### config.mk
export PLATFORM = sky130hd
export DESIGN_NAME = nonce_collector
export DESIGN_NICKNAME = d
export VERILOG_FILES = /design/src/rtl/nonce_collector.sv
export SDC_FILE = /design/constraint.sdc
export NUM_CORES = 1
export LEC_CHECK = 0
export ABC_CLOCK_PERIOD_IN_PS = 5200
export CORE_MARGIN = 2
export CORE_UTILIZATION = 55
export CTS_CLUSTER_DIAMETER = 50
export CTS_CLUSTER_SIZE = 20
export DETAILED_ROUTE_END_ITERATION = 12
export GPL_TIMING_DRIVEN = 0
export PLACE_DENSITY = 0.77
export SLEW_MARGIN = 20
export SYNTH_ARGS = -nofsm -noshare
export SYNTH_HDL_FRONTEND = slang
export SYNTH_SLANG_ARGS = --single-unit
### constraint.sdc
create_clock -name clk -period 5.2 [get_ports clk]
set_input_delay 0.78 -clock clk [delete_from_list [all_inputs] [get_ports clk]]
set_output_delay 0.78 -clock clk [all_outputs]
set_load 0.02 [all_outputs]
### src/rtl/nonce_collector.sv
// nonce_collector: tracks the block base nonce, serialises processor hits into a result FIFO.
// Define NONCE_COLLECTOR_STATS_EN to add the saturating pushed-nonce counter hit_count_o.
module nonce_collector #(
    parameter int NUMPROCESSORS = 10,
    parameter int FIFO_DEPTH    = 4
) (
    input  logic                     clk,
    input  logic                     rst,
    input  logic                     valid_i,
    input  logic                     newblock_i,
    input  logic [NUMPROCESSORS-1:0] success_i,
    input  logic                     ready_i,
    output logic                     valid_o,
    output logic [31:0]              nonce_o,
    output logic                     overflow_o,
`ifdef NONCE_COLLECTOR_STATS_EN
    output logic [15:0]              hit_count_o,
`endif
    output logic                     busy_o
);
    localparam int AW = $clog2(FIFO_DEPTH);
    localparam int IW = (NUMPROCESSORS > 1) ? $clog2(NUMPROCESSORS) : 1;

    typedef enum logic {IDLE, SCAN} state_t;

    state_t                   state_q, state_d;
    logic [31:0]              base_q, base_d, base_cap_q, base_cap_d;
    logic [NUMPROCESSORS-1:0] pending_q, pending_d, pending_rest;
    logic [AW-1:0]            wr_q, wr_d, rd_q, rd_d;
    logic [AW:0]              cnt_q, cnt_d;
    logic                     ovf_q, ovf_d;
    logic [31:0]              mem_q [FIFO_DEPTH];
    logic [IW-1:0]            idx;
    logic                     newblock, hit, empty, full, pop, push;

    assign newblock     = valid_i & newblock_i;
    assign hit          = valid_i & ~newblock_i & (|success_i);
    assign empty        = cnt_q == '0;
    assign full         = cnt_q == (AW+1)'(FIFO_DEPTH);
    assign pop          = ~empty & ready_i & ~newblock;
    assign push         = (state_q == SCAN) & (~full | pop) & ~newblock;
    assign pending_rest = pending_q & (pending_q - NUMPROCESSORS'(1));

    always_comb begin
        idx = '0;
        for (int i = NUMPROCESSORS - 1; i >= 0; i--)
            if (pending_q[i]) idx = IW'(i);
    end

    always_comb begin
        base_d     = valid_i ? base_q + 32'(NUMPROCESSORS) : base_q;
        state_d    = state_q;
        pending_d  = pending_q;
        base_cap_d = base_cap_q;
        wr_d       = wr_q + AW'(push);
        rd_d       = rd_q + AW'(pop);
        cnt_d      = cnt_q + (AW+1)'(push) - (AW+1)'(pop);
        ovf_d      = ovf_q | (hit & (state_q == SCAN));
        if (state_q == IDLE && hit) begin
            state_d    = SCAN;
            pending_d  = success_i;
            base_cap_d = base_q;
        end
        // Clearing the last pending bit returns to IDLE on the same edge as its push.
        if (push) begin
            pending_d = pending_rest;
            state_d   = (pending_rest == '0) ? IDLE : SCAN;
        end
        if (newblock) begin
            base_d    = '0;
            state_d   = IDLE;
            pending_d = '0;
            wr_d      = '0;
            rd_d      = '0;
            cnt_d     = '0;
            ovf_d     = 1'b0;
        end
    end

    always_ff @(posedge clk) begin
        if (rst) begin
            state_q    <= IDLE;
            base_q     <= '0;
            base_cap_q <= '0;
            pending_q  <= '0;
            wr_q       <= '0;
            rd_q       <= '0;
            cnt_q      <= '0;
            ovf_q      <= 1'b0;
        end else begin
            state_q    <= state_d;
            base_q     <= base_d;
            base_cap_q <= base_cap_d;
            pending_q  <= pending_d;
            wr_q       <= wr_d;
            rd_q       <= rd_d;
            cnt_q      <= cnt_d;
            ovf_q      <= ovf_d;
        end
    end

    always_ff @(posedge clk)
        if (push) mem_q[wr_q] <= base_cap_q + 32'(idx);

    assign valid_o    = ~empty;
    assign nonce_o    = empty ? '0 : mem_q[rd_q];
    assign overflow_o = ovf_q;
    assign busy_o     = state_q == SCAN;

`ifdef NONCE_COLLECTOR_STATS_EN
    logic [15:0] hit_count_q, hit_count_d;

    always_comb
        hit_count_d = newblock ? '0 : hit_count_q + 16'(push && hit_count_q != 16'hFFFF);

    always_ff @(posedge clk) begin
        if (rst) hit_count_q <= '0;
        else hit_count_q <= hit_count_d;
    end

    assign hit_count_o = hit_count_q;
`endif
endmodule

Track usage over the die:
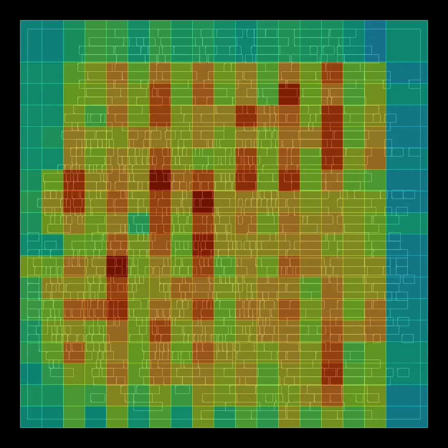
routed length per placed instance: 17.4 um
global routing usage on met1: 27.9%
most congested layer reported by global routing: met2
overall routing resource usage: 21.0%
met2 demand-to-capacity share in global routing: 36.3%

==> results.py <==
# Physical implementation metrics
metrics = {
    "layout": {
        "layout.non_clock_buffers": 88,
        "synthToLayoutAreaGrowth_pct": 16.1,
        "layout.cell_area.non_filler_sq_mm": 0.0102,
        "comb_share_pct": 31.3,
        "nNonClkInverters": 6,
        "largestRegisters": "mem_q x128, base_cap_q x31, base_q x31",
        "fillerInstances": 1162,
        "layout_top_cell": "edfxtp_1",
        "fin_nets": 797,
    },
    "synth": {
        "asyncSetResetFlopFracSynth_pct": 0,
        "synth.top_cell.area_share_pct": 43.6,
        "ys_warn_count": 0,
        "ys_sh_mux_pct": 8.28,
        "post-synth-top-area-cell": "edfxtp_1",
        "synth-main-ff-cell": "edfxtp_1",
    },
    "worst_setup_path": {
        "rr_startpoint": "pending_q[0]",
        "setup.reg_to_reg.worst_slack_ns": 1.56,
        "worstSetupEndpointType": "output port",
        "cp-endpoint": "nonce_o[14]",
        "cp.arrival_ns": 2.87,
        "largest_fanout_on_the_critical_path": 10,
    },
    "pwr": {
        "powerComb_w": 0.000720,
        "seq_pwr_share_pct": 47.1,
        "internal_power_w": 0.00280,
        "seq-power_w": 0.00179,
        "netSwitchingFraction_pct": 26.4,
    },
    "placement": {
        "detailed_place.area_sq_mm": 0.00967,
        "globalplace.congestion": 0.864,
        "count_of_buffers_inserted_at_the_top_level_ports": 47,
    },
    "worst_hold_path": {
        "min_to": "base_cap_q[31]",
    },
    "clock_network": {
        "tritoncts_num_sinks": 209,
        "cts_tree": "built",
        "cts-root-to-sink-buffers": 3,
    },
    "sta": {
        "final_max_slew_viol_count": 0,
        "max_slew.worst_pin.slew_ns": 0.821,
        "final.setup_skew_ns": 0.0288,
        "min_period_over_period_pct": 70.3,
    },
    "floorplanning": {
        "ios": 50,
        "die_width_um": 131,
        "rows": 46,
        "chipHeight_um": 131,
        "design.die.area_sq_mm": 0.0171,
        "core_sq_mm": 0.0158,
        "floorplan_core_density_pct": 55.9,
    },
    "grt": {
        "grt_pass1_vias": 5536,
        "grt_max_degree": 28,
    },
    "route": {
        "firstDrtPassIters": 4,
        "drt-met1-wl_um": 7490,
        "detail_route.iter0.violations": 348,
        "met2WireLength_um": 8720,
        "ant_nets": 0,
    },
    "job": {
        "max-cap-violations": 0,
    },
    "status": {
        "outcome": "completed",
    },
}
Wire density map:
The bar under the picture is 50 um long. The die is cut into 26 by 26 equal tiles; dark blue is low, red is high, scaled to the fullest tile. Values are wire area over tile area, all layers added.
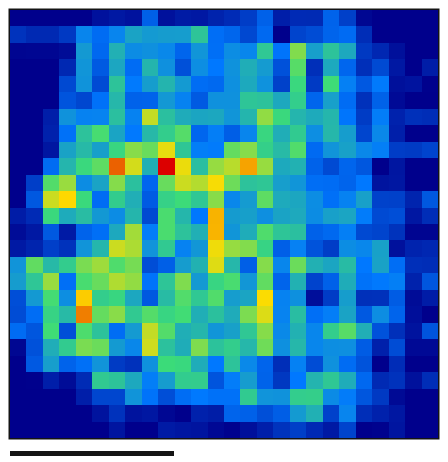
14% of the tiles are nearly empty. The fullest tile reaches 0.60. The densest ninth of the die: center. The mean over all tiles is 0.16. 12% of the tiles are over half the peak.
Total Routed Length: 17400 um
number of vias in the routed layout: 5682

critical path, stage by stage, from the launching register on:
cell,delay [ns]
dfxtp_1,0.37
clkbuf_1,0.32
buf_2,0.42
mux4_2,0.55
and2_1,0.18
clkdlybuf4s50_1,0.53
per-stage QoR:
| step | total power (W) | cells | worst slack (ns) |
|---|---|---|---|
| 5_1_grt | 0.00393 | 999 | 1.21 |
| 3_5_place_dp | 0.00255 | 969 | 1.69 |
| 3_3_place_gp | 0.00254 | 961 | -1.12 |
| 4_1_cts | 0.00383 | 999 | 1.47 |
| 6_report | 0.00380 | 999 | 1.55 |
| 2_1_floorplan | 0.00224 | 698 | 1.05 |
Power and IR drop assume default switching activity.
